[src/rtl/tff_counter_ctrl.sv]
// tff_counter_ctrl
//   Sequencer for a bank of W external T flip-flops that together form a
//   modulo-N up/down counter. The bank shares clk and rst_n with this block
//   and updates on the same edge. Every count, wrap and load is therefore
//   expressed as a toggle pattern: t_out = q_now ^ q_next, qualified by en_out.
//
// Parameters
//   W         counter width (number of TFF bits), W >= 2
//
// Ports
//   clk       system clock, rising edge, shared with the TFF bank
//   rst_n     asynchronous active-low reset, shared with the TFF bank
//   start     level: IDLE/DONE/HOLD -> RUN (no count step on that cycle)
//   stop      level: RUN -> HOLD
//   abort     level: any state -> IDLE, count untouched
//   up_dn     1 = count up, 0 = count down
//   one_shot  1 = go to DONE on the first wrap, 0 = keep running
//   load      load load_val into the bank this cycle (no count step)
//   load_val  value to load (loaded as given, even if >= modulus)
//   modulus   count modulus N; 0 means 2^W
//   q_in      current q of the TFF bank
//   en_out    enable to all TFFs
//   t_out     per-bit toggle to the TFFs
//   busy      state is RUN or HOLD
//   tc        one-cycle pulse in the cycle after a wrap edge
//   done      one-cycle pulse in the cycle after entering DONE
module tff_counter_ctrl #(
  parameter int W = 4
) (
  input  logic         clk,
  input  logic         rst_n,
  input  logic         start,
  input  logic         stop,
  input  logic         abort,
  input  logic         up_dn,
  input  logic         one_shot,
  input  logic         load,
  input  logic [W-1:0] load_val,
  input  logic [W-1:0] modulus,
  input  logic [W-1:0] q_in,
  output logic         en_out,
  output logic [W-1:0] t_out,
  output logic         busy,
  output logic         tc,
  output logic         done
);

  typedef enum logic [1:0] {
    S_IDLE = 2'd0,
    S_RUN  = 2'd1,
    S_HOLD = 2'd2,
    S_DONE = 2'd3
  } state_e;

  state_e state_q, state_d;
  logic   tc_q, tc_d;
  logic   done_q, done_d;

  // Terminal value M: the last count before a wrap. modulus = 0 selects the
  // full 2^W range, so M becomes all ones.
  function automatic logic [W-1:0] terminal_val(input logic [W-1:0] m);
    logic [W-1:0] r;
    if (m == '0) r = '1;
    else         r = m - 1'b1;
    return r;
  endfunction

  // Toggle pattern for +1: bit i flips when all lower bits are 1.
  function automatic logic [W-1:0] inc_toggles(input logic [W-1:0] q);
    logic [W-1:0] r;
    logic         carry;
    carry = 1'b1;
    for (int i = 0; i < W; i++) begin
      r[i]  = carry;
      carry = carry & q[i];
    end
    return r;
  endfunction

  // Toggle pattern for -1: bit i flips when all lower bits are 0.
  function automatic logic [W-1:0] dec_toggles(input logic [W-1:0] q);
    logic [W-1:0] r;
    logic         borrow;
    borrow = 1'b1;
    for (int i = 0; i < W; i++) begin
      r[i]   = borrow;
      borrow = borrow & ~q[i];
    end
    return r;
  endfunction

  logic [W-1:0] term;
  assign term = terminal_val(modulus);

  always_comb begin
    state_d = state_q;
    en_out  = 1'b0;
    t_out   = '0;
    tc_d    = 1'b0;
    done_d  = 1'b0;

    if (abort) begin
      state_d = S_IDLE;
    end else if (load) begin
      // Load overrides counting and keeps the state, except that a finished
      // one-shot drops back to IDLE once its count is overwritten.
      en_out = 1'b1;
      t_out  = q_in ^ load_val;
      if (state_q == S_DONE) state_d = S_IDLE;
    end else if (stop && (state_q == S_RUN)) begin
      state_d = S_HOLD;
    end else if (start && (state_q != S_RUN)) begin
      state_d = S_RUN;
    end else if (state_q == S_RUN) begin
      en_out = 1'b1;
      if (up_dn) begin
        // q_in >= M (including out-of-range loaded values) forces the wrap
        // to 0; toggling every set bit clears the bank.
        if (q_in >= term) begin
          t_out = q_in;
          tc_d  = 1'b1;
        end else begin
          t_out = inc_toggles(q_in);
        end
      end else begin
        // From 0 the bank wraps to M; values above M simply decrement.
        if (q_in == '0) begin
          t_out = term;
          tc_d  = 1'b1;
        end else begin
          t_out = dec_toggles(q_in);
        end
      end
      if (tc_d && one_shot) begin
        state_d = S_DONE;
        done_d  = 1'b1;
      end
    end
  end

  always_ff @(posedge clk or negedge rst_n) begin
    if (!rst_n) begin
      state_q <= S_IDLE;
      tc_q    <= 1'b0;
      done_q  <= 1'b0;
    end else begin
      state_q <= state_d;
      tc_q    <= tc_d;
      done_q  <= done_d;
    end
  end

  assign busy = (state_q == S_RUN) || (state_q == S_HOLD);
  assign tc   = tc_q;
  assign done = done_q;

endmodule

[config.mk]
export PLATFORM = sky130hd
export DESIGN_NAME = tff_counter_ctrl
export DESIGN_NICKNAME = d
export VERILOG_FILES = /design/src/rtl/tff_counter_ctrl.sv
export SDC_FILE = /design/constraint.sdc
export NUM_CORES = 1
export LEC_CHECK = 0
export CORE_AREA = 3 3 42 44
export CTS_BUF_LIST = sky130_fd_sc_hd__clkbuf_8
export CTS_CLUSTER_SIZE = 8
export DETAILED_ROUTE_END_ITERATION = 7
export DIE_AREA = 0 0 45 47
export MAX_ROUTING_LAYER = met4
export PLACE_DENSITY = 0.85
export SKIP_LAST_GASP = 1
export SYNTH_ARGS = -nofsm -noshare
export SYNTH_HDL_FRONTEND = slang
export SYNTH_SLANG_ARGS = --single-unit
[constraint.sdc]
create_clock -name clk -period 5 [get_ports clk]
set_clock_uncertainty 0.05 [all_clocks]
set_input_delay 0.5 -clock clk [delete_from_list [all_inputs] [get_ports clk]]
set_output_delay 0.5 -clock clk [all_outputs]
set_load 0.01 [all_outputs]
==> flow_summary.json, run 1 <==
{
  "hold_violations": 0,
  "cts_tree": "built",
  "viasPerCell": 5.737,
  "maxPowerGroup": "combinational logic",
  "fmax_mhz": 240.6,
  "warnings": 27,
  "syn_avg_cell_area_um2": 7.606,
  "ys_chip_area_um2": 676.9,
  "placeableCoreArea_mm2": 0.001471,
  "combinationalPower_mw": 0.0709,
  "cp-endpoint": "t_out[0]",
  "design_area_um2": 999.7,
  "place_area_um2": 958.4,
  "clkPwrFrac_pct": 39.2,
  "period_needed_ps": 4156,
  "r2r_slack_ps": 3270,
  "finalWeightedCongestion": 0.8992,
  "maxSlewHeadroom_pct": 74.28,
  "status": "finished clean",
  "fp.dieH_um": 47,
  "timing.final.crit_share_pct": 83.11,
  "drc": 0,
  "drive_gt1_share_pct": 6.838,
  "min_path_type": "in -> async",
  "power.share.switching_pct": 29.91,
  "ios": 28,
  "power.switching_mw": 0.05158,
  "fin_nets": 146,
  "ir_drop_v": 0.0001018,
  "grt_max_degree": 9,
  "chipWidth_um": 45,
  "clk_latency_ps": 220,
  "rr_worst_depth": 6,
  "drv_cap": 0,
  "n_antenna_cell": 0,
  "cts_buffer_depth": 2,
  "r2r-end": "done"
}
## run 1: cells by family (layout without fill, tap and decap cells)
family | after synthesis | after routing | synth area share, %
AOI/OAI and AO/OA | 27 | 27 | 29.39
xor gates and xnor gates | 4 | 4 | 5.177
adders and majority gates | 7 | 7 | 12.94
buffers and inverters | 12 | 40 | 6.839
DFF | 4 | 4 | 14.79
muxes | 2 | 2 | 2.958
and+or+nand+nor | 33 | 33 | 27.91
## run 1: sequential cells by signal, summed over array words and instances (netlist names)
register / cells
done: 1
state_q: 2
tc: 1
## run 1: per-stage QoR
stage	hold slack, ps	power [mW]	util, %	cells
2_1_floorplan	154.4	0.07081	-	89
3_5_place_dp	591.0	0.1046	65.14	130
3_3_place_gp	589.1	0.1030	65.14	130
5_1_grt	441.0	0.1851	67.94	133
4_1_cts	433.4	0.1742	67.94	133
6_report	433.0	0.1725	67.94	133
## run 1: final cells by class
cell class / instances / area, µm²
inverter: 10 / 37.54
clock buffer: 3 / 41.29
tap: 16 / 20.02
multi-input combinational: 73 / 530.5
sequential: 4 / 100.1
fill: 124 / 471.7
timing repair buffer: 27 / 270.3
## run 1: worst min path at each step
stage,slack [ps],endpoint,startpoint
final,430,state_q[0],rst_n
after global routing,440,tc,rst_n
after CTS,430,state_q[0],rst_n
after detailed placement,590,state_q[1],state_q[1]
after global placement,590,state_q[0],state_q[0]
after floorplan,150,done,rst_n
## run 1: worst max-delay path, stage by stage
cell,delay (ps)
clkdlybuf4s50_1,480
inv_1,90
ha_1,190
o21ba_2,170
nor3_1,200
nor2_1,90
ha_1,310
o211ai_1,140
o21ai_2,320
a221oi_2,120
or4_1,520
clkdlybuf4s50_1,490
Figure 1. The metal 1 layer (run 1).
The bar under the picture is 10 µm long.
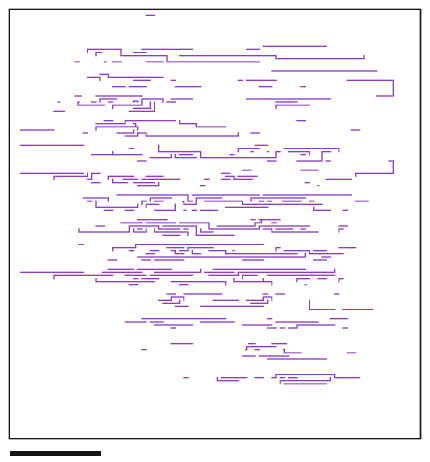
longest straight run: 18.4 µm
nets with wire on the layer: 129
wire length on this layer: 771 µm
share of all routed wire: 44%
final WL: 1762 µm
Via Count: 763
met1 Use GR: 24.60%

Figure 2. Signal wires on met2 (run 1).
The bar under the picture is 10 µm long. Cells faint in the background.
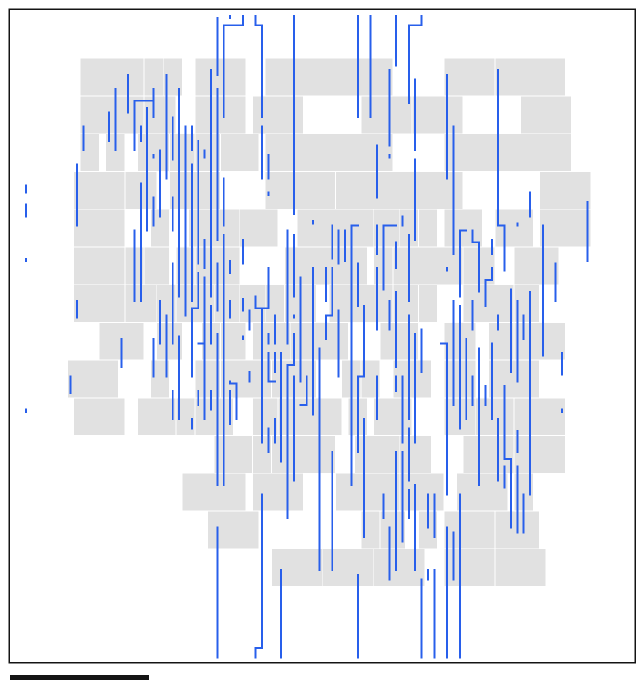
share of all routed wire: 48%
wire length on this layer: 843 µm
nets with wire on the layer: 119
longest straight run: 18.7 µm
met2 GRT Util: 28.25%

Figure 3. Signal wires on met3 (run 1).
The bar under the picture is 10 µm long. Cells faint in the background.
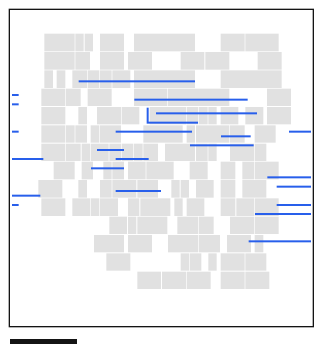
main direction: horizontal
share of all routed wire: 8.4%
nets with wire on the layer: 21
longest straight run: 17.0 µm

Figure 4. Cell density map (run 1).
The die is cut into 9 by 9 equal tiles; white is low, dark blue is high, 0 to 100% covered.
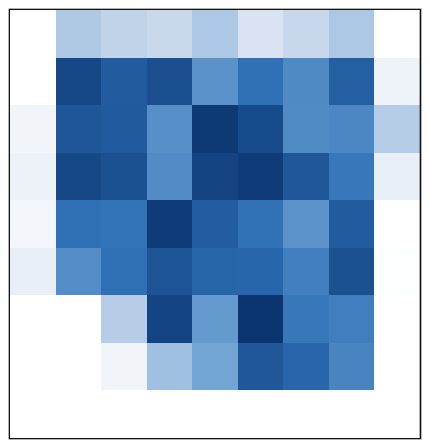
mean over tiles: 46%
fullest tile: 98%
nearly empty tiles: 25%
densest ninth of the die: middle
tiles over 75% full: 30%
fin util: 67.94%
fp util: 46.00%

==> run 2, diff against run 1 <==
--- a/config.mk
+++ b/config.mk
@@ -5,13 +5,13 @@
 export SDC_FILE = /design/constraint.sdc
 export NUM_CORES = 1
 export LEC_CHECK = 0
-export CORE_AREA = 3 3 42 44
+export CORE_AREA = 3 3 44 46
 export CTS_BUF_LIST = sky130_fd_sc_hd__clkbuf_8
 export CTS_CLUSTER_SIZE = 8
 export DETAILED_ROUTE_END_ITERATION = 7
-export DIE_AREA = 0 0 45 47
+export DIE_AREA = 0 0 47 49
 export MAX_ROUTING_LAYER = met4
-export PLACE_DENSITY = 0.85
+export PLACE_DENSITY = 0.78
 export SKIP_LAST_GASP = 1
 export SYNTH_ARGS = -nofsm -noshare
 export SYNTH_HDL_FRONTEND = slang
==> constraint.sdc (replaced) <==
create_clock -name clk -period 4.13 [get_ports clk]
set_clock_uncertainty 0.05 [all_clocks]
set_input_delay 0.413 -clock clk [delete_from_list [all_inputs] [get_ports clk]]
set_output_delay 0.413 -clock clk [all_outputs]
set_load 0.01 [all_outputs]
Figure 5. Congestion heat map (run 2).
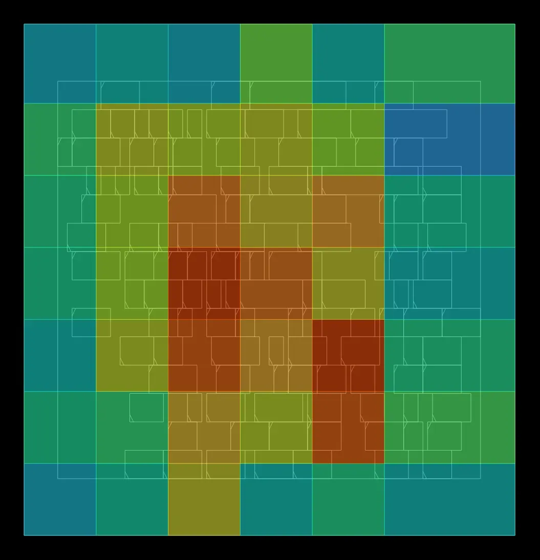
met3 usage: 2.583%
met2 GRT Util: 28.73%
met1 Use GR: 25.61%
Overall Global Routing Usage: 18.87%
fin util: 66.15%

Figure 6. The metal 1 layer (run 2).
The bar under the picture is 10 µm long.
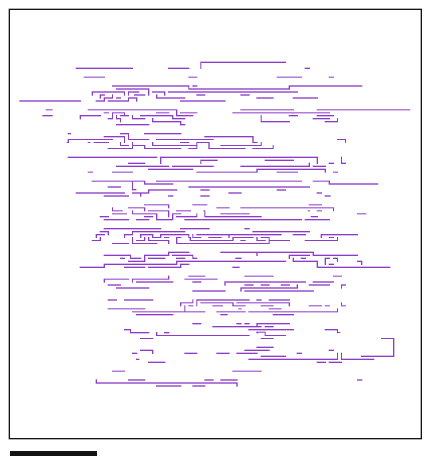
share of all routed wire: 46%
main direction: horizontal
wire length on this layer: 908 µm
nets with wire on the layer: 129

Figure 7. Signal wires on met3 (run 2).
The bar under the picture is 10 µm long. Cells faint in the background.
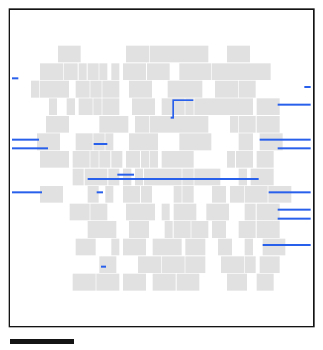
share of all routed wire: 4.7%
wire length on this layer: 92.4 µm
longest straight run: 26.2 µm
final WL: 1967 µm
Via Count: 777

==> flow_summary.json, run 2 <==
{
  "placeableCoreArea_mm2": 0.001541,
  "cts-root-buf": "clkbuf_8",
  "design_area_mm2": 0.001020,
  "ios": 28,
  "fin_nets": 148,
  "ys_ff": 4,
  "die_area_mm2": 0.002303,
  "ir_drop_v": 0.0001013,
  "maxPowerGroup": "combinational logic",
  "clk_latency_ps": 210,
  "hold_ws_ps": 356.3,
  "seq_power_share_pct": 19.2,
  "maxSlewHeadroom_pct": 72.88,
  "combinationalPower_mw": 0.0922,
  "place_area_um2": 958.4,
  "finalWeightedCongestion": 0.9286,
  "slew_violations": 0,
  "cts_tree": "built",
  "drive_gt1_share_pct": 9.244,
  "yosysCellCount": 89,
  "flop_cell": "dfrtp_1",
  "chipWidth_um": 47,
  "largest_reg_flops": 2,
  "min_path_type": "in -> async",
  "power.share.switching_pct": 30.25,
  "power_mw": 0.2160,
  "status": "finished clean",
  "cts_buffer_depth": 2,
  "ys_chip_area_um2": 676.9,
  "drv_cap": 0,
  "period_needed_ps": 3915,
  "hold_violations": 0,
  "fp_util_pct": 43.91,
  "viasPerCell": 5.756,
  "warnings": 27,
  "max_flop_register": "state_q",
  "drc": 0
}
run 2: metal layers:
layer | track usage (%) | wire length, µm
met5 | - | 0
met4 | 5.069 | 11
met3 | 2.583 | 92
met2 | 28.73 | 954
met1 | 25.61 | 908
run 2: path summary, 6_finish.rpt:
path,startpoint,endpoint,slack (ps),depth (start not counted)
max in group asynchronous,rst_n,done,3500,1
hold reg to reg,state_q[0],state_q[0],640,2
setup reg to reg,state_q[1],done,2360,6
min in group clk,state_q[0],state_q[0],640,2
setup / recovery,modulus[0],t_out[0],210,12
hold / removal,rst_n,state_q[0],360,1
run 2: kinds of logic after synthesis:
group	Yosys count	synth area share (%)
AOI/OAI and AO/OA	27	29.39
and+or+nand+nor	33	27.91
buffers and inverters	12	6.839
adders and majority gates	7	12.94
xor gates and xnor gates	4	5.177
muxes	2	2.958
DFF	4	14.79
run 2: critical path, stage by stage:
cell and delay [ps]:
clkdlybuf4s50_1 470, inv_1 90, ha_1 200, o21ba_2 180, nor3_2 140, nor2_1 70
ha_1 310, o211ai_1 130, o21ai_2 310, a221oi_2 120, or4_1 520, clkdlybuf4s50_1 490
run 2: cell type report:
type,count,area (µm²)
clock buffer,3,41.29
fill,151,521.8
inverter,10,37.54
multi-input combinational,73,535.5
sequential,4,100.1
tap,16,20.02
timing repair buffer,29,285.3
run 2: stage by stage:
step,cells,util (%)
final,135,66.15
after global routing,135,66.15
after CTS,133,64.85
after detailed placement,130,62.18
after global placement,130,62.18
after floorplan,89,-
run 2: repair_timing:
action / CTS / global route
setup endpoints to repair: 0 / 1
buffers inserted: 0 / 2
hold buffers: 0 / 0
resized: 0 / 1
==> run 3, diff against run 2 <==
--- a/config.mk
+++ b/config.mk
@@ -10,6 +10,7 @@
 export CTS_CLUSTER_SIZE = 8
 export DETAILED_ROUTE_END_ITERATION = 7
 export DIE_AREA = 0 0 47 49
+export GPL_TIMING_DRIVEN = 0
 export MAX_ROUTING_LAYER = met4
 export PLACE_DENSITY = 0.78
 export SKIP_LAST_GASP = 1
Figure 8. Cell density map (run 3).
The die is cut into 9 by 10 equal tiles; white is low, dark blue is high, 0 to 100% covered.
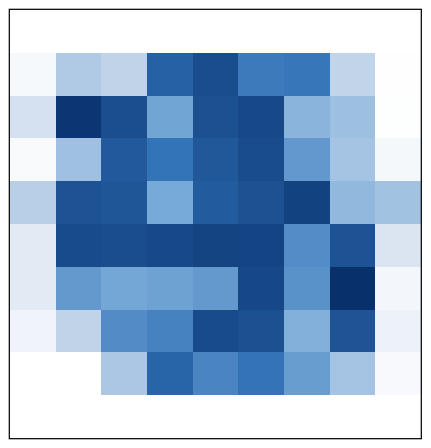
emptiest ninth of the die: bottom left
densest ninth of the die: middle
nearly empty tiles: 24%
tiles over 75% full: 29%
fullest tile: 100%
mean over tiles: 44%

Figure 9. The metal 1 layer (run 3).
The bar under the picture is 10 µm long.
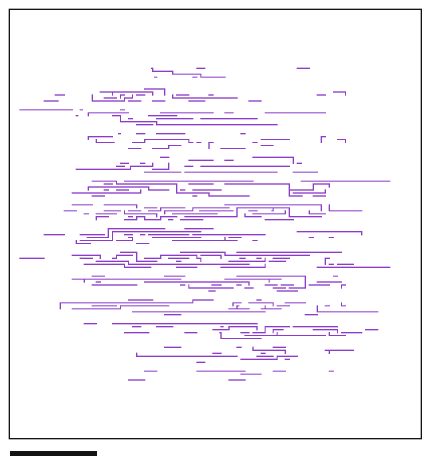
longest straight run: 16.6 µm
main direction: horizontal
met1 Use GR: 25.17%
Via Count: 765
final WL: 1779 µm

Figure 10. Congestion heat map (run 3).
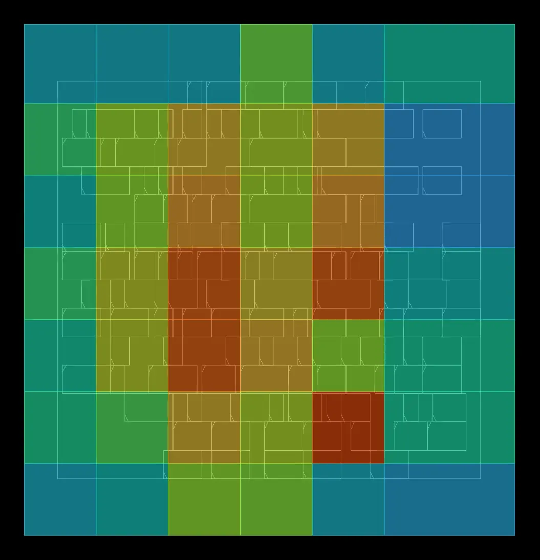
met2 GRT Util: 23.76%
Overall Global Routing Usage: 17.72%
GR peak layer: met1
fin util: 66.40%
met3 usage: 2.952%

==> flow_summary.json, run 3 <==
{
  "slowest_stage": "or4_1",
  "period_needed_ps": 3896,
  "r2r-end": "done",
  "placeableCoreArea_mm2": 0.001541,
  "crit_family": "buffers and inverters",
  "cts_resized": 0,
  "power.switching_mw": 0.06346,
  "power.share.switching_pct": 29.62,
  "grt_max_degree": 9,
  "n_fill_cell": 142,
  "flop_cell": "dfrtp_1",
  "yosysCellCount": 89,
  "largest_reg_flops": 2,
  "chipWidth_um": 47,
  "top_logic_kind": "AND-OR/OR-AND gates",
  "min_path_type": "in -> async",
  "drc": 0,
  "cts_tree": "built",
  "critical_path_buf_inv_count": 3,
  "ys_ff": 4,
  "fmax_mhz": 256.7,
  "ir_drop_v": 0.0001044,
  "placed_cells": 132,
  "fp.dieH_um": 49,
  "status": "finished clean",
  "synthAoiAreaFrac_pct": 29.39,
  "max_flop_register": "state_q",
  "hold_buffers": 0,
  "maxPowerGroup": "combinational logic",
  "timing.final.crit_share_pct": 94.34,
  "r2r-start": "state_q[1]",
  "fp_util_pct": 43.91,
  "drive_gt1_share_pct": 9.091,
  "synthSimpleGateAreaFrac_pct": 27.91,
  "fin_nets": 150,
  "stdcell_count": 137,
  "hold_violations": 0,
  "ios": 28,
  "clk_latency_ps": 220,
  "cp_cell_sequence": "clkdlybuf4s50_1 -> inv_1 -> ha_1 -> o21ba_2 -> nor3_1 -> nor2_1 -> ha_1 -> o211ai_1 -> o21ai_2 -> a221oi_2 -> or4_1 -> clkdlybuf4s50_1",
  "cts-root-buf": "clkbuf_8",
  "warnings": 27,
  "rr_worst_depth": 6,
  "drv_cap": 0,
  "adder_share_pct": 12.94,
  "n_antenna_cell": 0,
  "slew_violations": 0,
  "syn_avg_cell_area_um2": 7.606,
  "viasPerCell": 5.584
}
run 3: worst max path at each step:
stage,start,end,slack [ps],cells after the start
after floorplan,modulus[0],t_out[0],1300,10
after global placement,modulus[0],t_out[0],230,12
after detailed placement,modulus[0],t_out[0],180,12
after CTS,modulus[0],t_out[0],180,12
after global routing,modulus[0],t_out[1],50,12
final,modulus[0],t_out[0],230,12
run 3: cell families (layout without fill, tap and decap cells):
logic type | Yosys count | in the layout
XOR/XNOR | 4 | 4
flip-flops | 4 | 4
multiplexers | 2 | 2
adder cells (fa/ha/maj) | 7 | 7
AND-OR/OR-AND | 27 | 27
buffers and inverters | 12 | 44
AND/OR/NAND/NOR | 33 | 33
run 3: metrics by stage:
stage	worst slack (ps)	hold slack, ps	utilization, %	area [µm²]	total power, mW
final	233.9	347.3	66.40	1023	0.2143
after global routing	45.21	368.6	66.40	1023	0.2287
after CTS	178.5	350.5	65.42	1008	0.2106
after detailed placement	181.2	576.6	62.74	967.2	0.1281
after global placement	231.4	572.6	62.74	967.2	0.1253
after floorplan	1303	67.41	-	676.9	0.08573
run 3: metal layers:
layer  part of all wire (%)  wire length, µm  track usage (%)
met5                      0                0                -
met4                    2.0               36            8.295
met3                    4.4               78            2.952
met2                     46              816            23.76
met1                     48              849            25.17
run 3: final cells by class:
cell class / instances / area, µm² / share of cell area [%]
Clock buffer: 3 / 41.29 / 4.034
Sequential cell: 4 / 100.1 / 9.780
Buffer: 2 / 8.758 / 0.8557
Multi-Input combinational cell: 73 / 530.5 / 51.83
Timing Repair Buffer: 29 / 285.3 / 27.87
Tap cell: 16 / 20.02 / 1.956
Inverter: 10 / 37.54 / 3.667
run 3: repair_timing:
| action | CTS | global route |
|---|---|---|
| buffers inserted | 0 | 2 |
| endpoints found under the setup margin | 0 | 1 |
| hold endpoints to repair | 0 | 0 |
Power figures rest on the tool's default switching activity, not on a simulated workload.
